Signal wires by layer:
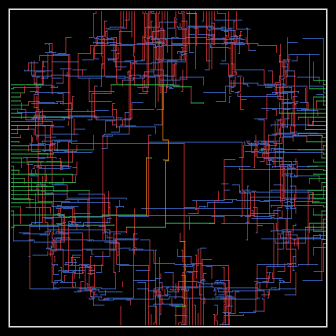
Cell density map:
The die is cut into 11 by 11 equal tiles; white is low, dark blue is high, 0 to 100% covered.
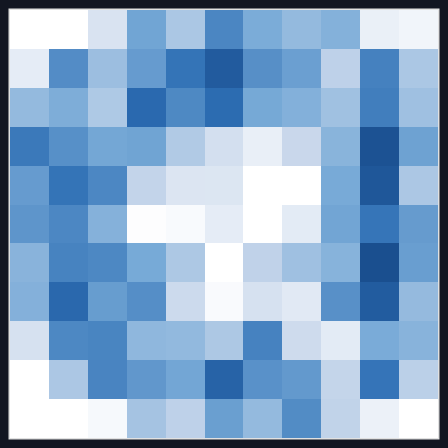
File: src/rtl/cache_addr_pkg.sv
// cache_addr_pkg: address-split geometry, line/beat types and sequencer state shared by the line address sequencer.
package cache_addr_pkg;
    localparam int I_SIZE     = 64;
    localparam int D_SIZE     = 6;
    localparam int C_SIZE     = 14;
    localparam int A_SIZE     = 8;
    localparam int BEAT_BYTES = 8;
    localparam int IDX_W      = C_SIZE - $clog2(A_SIZE) - D_SIZE;
    localparam int TAG_W      = I_SIZE - IDX_W - D_SIZE;
    localparam int BEATS      = 2**D_SIZE / BEAT_BYTES;
    localparam int BEAT_W     = $clog2(BEATS);
    localparam int OFF_W      = $clog2(BEAT_BYTES);

    typedef logic [TAG_W-1:0]  tag_t;
    typedef logic [IDX_W-1:0]  index_t;
    typedef logic [D_SIZE-1:0] offset_t;
    typedef logic [BEAT_W-1:0] beat_t;
    typedef logic [I_SIZE-1:0] addr_t;

    typedef enum logic {IDLE, BURST} seq_state_t;

    function automatic addr_t line_addr(tag_t tag, index_t idx, beat_t beat);
        return {tag, idx, beat, {OFF_W{1'b0}}};
    endfunction
endpackage

File: src/rtl/line_addr_sequencer_if.sv
// line_addr_sequencer_if: request side (line tag/index) and memory beat side of the line address sequencer.
interface line_addr_sequencer_if;
    import cache_addr_pkg::*;
    logic    req_valid;
    logic    req_ready;
    tag_t    req_tag;
    index_t  req_index;
    logic    req_write;
    offset_t req_offset;
    logic    mem_valid;
    logic    mem_ready;
    addr_t   mem_addr;
    logic    mem_write;
    logic    mem_last;
    logic    done;

    modport master (
        output req_valid, req_tag, req_index, req_write, req_offset, mem_ready,
        input  req_ready, mem_valid, mem_addr, mem_write, mem_last, done
    );
    modport slave (
        input  req_valid, req_tag, req_index, req_write, req_offset, mem_ready,
        output req_ready, mem_valid, mem_addr, mem_write, mem_last, done
    );
endinterface

File: src/rtl/line_beat_counter.sv
// line_beat_counter: loadable modulo-BEATS beat position plus issued-beat count flagging the final beat.
module line_beat_counter
    import cache_addr_pkg::*;
(
    input  logic  clk,
    input  logic  rst,
    input  logic  load,
    input  logic  step,
    input  beat_t start,
    output beat_t beat,
    output logic  last
);
    beat_t cnt;

    // beat wraps naturally because BEATS is a power of two
    always_ff @(posedge clk) begin
        if (rst) begin
            beat <= '0;
            cnt  <= '0;
        end else if (load) begin
            beat <= start;
            cnt  <= '0;
        end else if (step) begin
            beat <= beat + 1'b1;
            cnt  <= cnt + 1'b1;
        end
    end

    assign last = cnt == beat_t'(BEATS - 1);
endmodule

File: src/rtl/line_addr_sequencer.sv
// line_addr_sequencer: rebuilds {tag, index, beat} byte addresses for a line burst, one beat per handshake.
// Optional CRITICAL_WORD_FIRST_EN: fills start at the beat holding req_offset and wrap.
module line_addr_sequencer
    import cache_addr_pkg::*;
(
    input logic clk,
    input logic rst,
    line_addr_sequencer_if.slave bus
);
    seq_state_t state;
    tag_t       tag_q;
    index_t     idx_q;
    beat_t      start;
    beat_t      beat;
    logic       last;
    logic       accept;
    logic       fire;

    assign accept = bus.req_valid && bus.req_ready;
    assign fire   = bus.mem_valid && bus.mem_ready;

`ifdef CRITICAL_WORD_FIRST_EN
    assign start = bus.req_write ? '0 : bus.req_offset[D_SIZE-1:OFF_W];
`else
    logic unused_offset;
    assign unused_offset = ^bus.req_offset;
    assign start = '0;
`endif

    always_ff @(posedge clk) begin
        if (rst) begin
            state         <= IDLE;
            tag_q         <= '0;
            idx_q         <= '0;
            bus.mem_write <= 1'b0;
            bus.done      <= 1'b0;
        end else begin
            bus.done <= fire && last;
            if (accept) begin
                state         <= BURST;
                tag_q         <= bus.req_tag;
                idx_q         <= bus.req_index;
                bus.mem_write <= bus.req_write;
            end else if (fire && last) begin
                state <= IDLE;
            end
        end
    end

    line_beat_counter u_cnt (
        .clk   (clk),
        .rst   (rst),
        .load  (accept),
        .step  (fire),
        .start (start),
        .beat  (beat),
        .last  (last)
    );

    // ready is held low for the whole reset so no request slips in alongside it
    assign bus.req_ready = (state == IDLE) && !rst;
    assign bus.mem_valid = state == BURST;
    assign bus.mem_last  = bus.mem_valid && last;
    assign bus.mem_addr  = line_addr(tag_q, idx_q, beat);
endmodule

File: src/flat_wrapper.sv
// flat-port wrapper written by rule: the top's interface ports become plain ports
module line_addr_sequencer_flat import cache_addr_pkg::*;
  (clk, rst, bus_req_valid, bus_req_tag, bus_req_index, bus_req_write, bus_req_offset, bus_mem_ready, bus_req_ready, bus_mem_valid, bus_mem_addr, bus_mem_write, bus_mem_last, bus_done);
  line_addr_sequencer_if bus_i ();
  input logic clk;
  input logic rst;
  input wire logic [$bits(bus_i.req_valid)-1:0] bus_req_valid;
  input wire logic [$bits(bus_i.req_tag)-1:0] bus_req_tag;
  input wire logic [$bits(bus_i.req_index)-1:0] bus_req_index;
  input wire logic [$bits(bus_i.req_write)-1:0] bus_req_write;
  input wire logic [$bits(bus_i.req_offset)-1:0] bus_req_offset;
  input wire logic [$bits(bus_i.mem_ready)-1:0] bus_mem_ready;
  output wire logic [$bits(bus_i.req_ready)-1:0] bus_req_ready;
  output wire logic [$bits(bus_i.mem_valid)-1:0] bus_mem_valid;
  output wire logic [$bits(bus_i.mem_addr)-1:0] bus_mem_addr;
  output wire logic [$bits(bus_i.mem_write)-1:0] bus_mem_write;
  output wire logic [$bits(bus_i.mem_last)-1:0] bus_mem_last;
  output wire logic [$bits(bus_i.done)-1:0] bus_done;
  assign bus_i.req_valid = bus_req_valid;
  assign bus_i.req_tag = bus_req_tag;
  assign bus_i.req_index = bus_req_index;
  assign bus_i.req_write = bus_req_write;
  assign bus_i.req_offset = bus_req_offset;
  assign bus_i.mem_ready = bus_mem_ready;
  assign bus_req_ready = bus_i.req_ready;
  assign bus_mem_valid = bus_i.mem_valid;
  assign bus_mem_addr = bus_i.mem_addr;
  assign bus_mem_write = bus_i.mem_write;
  assign bus_mem_last = bus_i.mem_last;
  assign bus_done = bus_i.done;
  line_addr_sequencer u_core (.clk(clk), .rst(rst), .bus(bus_i));
endmodule
File: config.mk
export PLATFORM = sky130hd
export DESIGN_NAME = line_addr_sequencer_flat
export DESIGN_NICKNAME = d
export VERILOG_FILES = /design/src/rtl/cache_addr_pkg.sv /design/src/rtl/line_addr_sequencer_if.sv /design/src/rtl/line_beat_counter.sv /design/src/rtl/line_addr_sequencer.sv /design/src/flat_wrapper.sv
export SDC_FILE = /design/constraint.sdc
export NUM_CORES = 1
export LEC_CHECK = 0
export CORE_MARGIN = 2
export CORE_UTILIZATION = 25
export DETAILED_ROUTE_END_ITERATION = 8
export PLACE_DENSITY = 0.64
export SYNTH_ARGS = -nofsm -noshare
export SYNTH_HDL_FRONTEND = slang
export SYNTH_SLANG_ARGS = --single-unit
export TNS_END_PERCENT = 1
File: constraint.sdc
create_clock -name clk -period 1.8 [get_ports clk]
set_input_delay 0.36 -clock clk [delete_from_list [all_inputs] [get_ports clk]]
set_output_delay 0.36 -clock clk [all_outputs]
set_load 0.1 [all_outputs]
==> impl_results.rst <==
Implementation results
======================

.. list-table::
   :header-rows: 1

   * - Metric
     - Value
   * - Outcome
     - completed
   * - Highest metal used
     - met4
   * - Most frequently placed logic cells in the final layout
     - nand2_1 (120), buf_12 (69), dfxtp_1 (65)
   * - Routed wire length on met3
     - 627 um
   * - Leading cell type in the layout, fill and taps excluded
     - nand2_1
   * - Synthesized-area fraction occupied by ao, oa, aoi and oai cells
     - 14.6%
   * - Root Driver
     - clkbuf_8
   * - Area of the mapped netlist
     - 2580 um^2
   * - Max frequency
     - 584 MHz
   * - Area leader, netlist
     - dfxtp_1
   * - Data arrival at the endpoint of the critical path
     - 1.35 ns
   * - Kind of start point of the critical path
     - flip-flop
   * - Met2 usage in global routing
     - 21.7%
   * - Top logic family
     - simple AND/OR/NAND/NOR gates
   * - Category of the worst setup path capture point
     - output port
   * - Required @ worst endpoint
     - roughly 1.4 ns
   * - OpenROAD warning count
     - 32
   * - Number of placed instances with taps included
     - 556
   * - Detail Route Antenna Nets
     - 0
   * - Initial antenna violation count
     - 0
   * - Cell area leaders
     - dfxtp_1 (52%), nand2_1 (17%), a21oi_1 (10%)
   * - Pin count of the biggest net entering global routing
     - 48
   * - DRC viols
     - 0
Notes on 'signal wires by layer' above:
colour	layer	wire length
green	met3	627 um
blue	met1	3090 um
red	met2	3360 um
orange	met4	89.8 um

Notes on 'cell density map' above:
fullest tile	88%
tiles over 75% full	7.4%
emptiest ninth of the die	middle
mean over tiles	42%
nearly empty tiles	9.1%
utilization of the core after routing: 47.1%
starting utilization of the core area: 25.3%
Core Region: 10200 um^2

## worst reg2reg max path: stages (launching register included)
cell     delay (ns)
dfxtp_2        0.33
ha_1           0.19
ha_1           0.26
mux2_2         0.26
a21oi_1        0.14
nor2_1         0.05
## worst paths after layout
path	start	endpoint	slack [ns]	cells past startpoint
hold reg to reg	u_core.idx_q[0]	u_core.idx_q[0]	0.49	2
setup / recovery	u_core.u_cnt.cnt[0]	bus_mem_last	0.09	4
hold / removal	u_core.idx_q[0]	u_core.idx_q[0]	0.49	2
setup reg to reg	u_core.u_cnt.cnt[0]	u_core.u_cnt.cnt[2]	0.47	5
## power by group
| part | internal, mW | total (mW) | switching (mW) |
|---|---|---|---|
| registers | 1.56 | 1.65 | 0.0898 |
| logic | 0.496 | 1.30 | 0.800 |
| clock network | 0.571 | 1.15 | 0.576 |
| total | 2.63 | 4.09 | 1.47 |
## synth_stat cells (all sizes together)
master,n
mux2i,1
conb,1
dfxtp,67
buf,23
mux2,2
nand3,1
nor2,8
a211oi,1
and2,1
a32oi,1
a21oi,63
or3b,1
nand4b,1
ha,3
nor3b,4
a31oi,1
clkbuf,6
nor2b,1
xor2,2
nand2b,1
nand2,120
## cell families after synthesis
kind of cell / Yosys count
and+or+nand+nor: 138
other: 1
adders and majority gates: 3
buffers and inverters: 29
AOI/OAI and AO/OA: 66
muxes: 3
xor gates and xnor gates: 2
DFF: 67
## flip-flops by register name, summed over array words and instances (netlist names)
signal,count
u_core.idx_q,5
u_core.tag_q,53
u_core.bus.mem_write,1
u_core.u_cnt.cnt,3
u_core.bus.mem_valid,1
u_core.bus.done,1
u_core.u_cnt.beat,3
## what timing repair did
| action | in CTS | in global routing |
|---|---|---|
| resized | 1 | 2 |
| endpoints found under the setup margin | 1 | 1 |
| cloned | 0 | 0 |
| hold buffers | 0 | 0 |
Power figures rest on the tool's default switching activity, not on a simulated workload.
